Design feed_pop_scheduler, sky130hd; sources not shown.
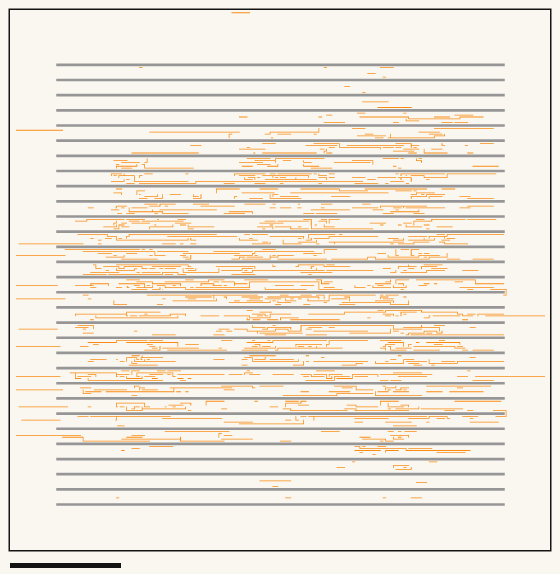
Figure 1: M1 wires.
The bar under the picture is 20 um long. Supply wires on this layer in grey.
- wire length on this layer: 2920 um
- main direction: horizontal
- nets with wire on the layer: 344
- longest straight run: 29.9 um
met1 Use GR: 0.180
via count: 2505

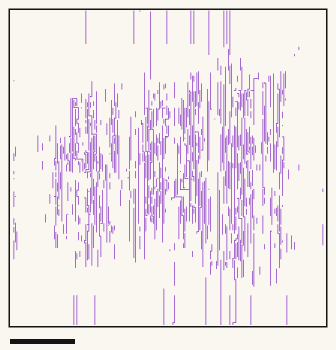
Figure 2: the metal 2 layer.
The bar under the picture is 20 um long.
- main direction: vertical
- wire length on this layer: 3450 um
- nets with wire on the layer: 344
- longest straight run: 35.7 um
Post-Route WL: 6960 um
Global Route met2 Usage: 0.255

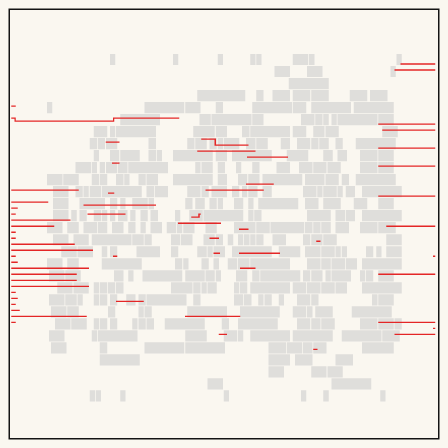
Figure 3: M3 wires.
- longest straight run: 22.3 um
- nets with wire on the layer: 51
met3 usage: 0.0512

==> results.yml <==
# flow metrics
placed_design:
  place_ws_ns: 0.498
  dp_hpwl_um: 5210
  place_area_um2: 3320
  place_inst: 427
grt:
  grt_pass1_wl_um: 12300
  gr-total-overflow: 0
  grt_usage: 0.154
power:
  pwr-share-clk: 0.182
  power_clock_uw: 394
  maxPowerGroup: "combinational logic"
  comb_power_share: 0.436
  internal_power_mw: 1.29
  ir_drop_v: 0.000362
finish:
  comb_area_um2: 1600
  layout.nonclk_buf_frac: 0.132
  n_sequential_cell: 45
  n_all_buffers: 46
  post-route-util: 0.544
  largestClassByArea: "combinational gates"
  final_cells: 436
  flop_area_um2: 1130
  final_cell_mix: "45 x dfrtp_1, 40 x clkdlybuf4s50_1, 24 x o21ai_0, 21 x nand2_1, 20 x nor2_1"
  fin_area_um2: 3460
final_timing:
  rsz0062_at_grt: "false"
  fmax_mhz: 316
  hold_viol_final: 0
  fin_crit_sh: 0.861
  tns_ns: 0
  fin_skew_ns: 0.00592
synthesis:
  synth.largest_area_cell: "dfrtp_1"
  synth.top_cell.area_share: 0.382
  yosysUniqueCellTypes: 59
  netlist_top_cells_count: "45 x dfrtp_1, 24 x o21ai_0, 21 x nand2_1"
  edf_count: 0
  area_leaders: "dfrtp_1 38%, mux2_2 5.4%, xnor2_1 4.8%"
  synth_area_um2: 2940
  xor_area_frac: 0.0714
  simple_gate_area_frac: 0.209
  syn_inst: 320
  synth.cellmix.adderShare: 0.00850
  yosys-stat-area_um2: 2940
  logic_family: "simple AND/OR/NAND/NOR gates"
setup_path:
  cp_max_fo: 3
  startpoint_type: "primary input"
  required_ns: 2.94
  rrSetupSlack_ns: 0.82
  crit_top_cell: "clkdlybuf4s50_1"
  rr_worst_depth: 9
clocking:
  post_cts_resized: 0
  numCtsBuffers: 5
  path_clk_slew_ns: 0.09
  postCtsHoldBufs: 0
  clkSinkCount: 45
die:
  nWellTaps: 77
  ios: 65
  rows: 29
routing:
  drt_iter0_drc: 208
  wl_met2_um: 3450
  wl_met3_um: 465
run_status:
  status: "complete, no violations"
Power is estimated from default activity; no workload was simulated.
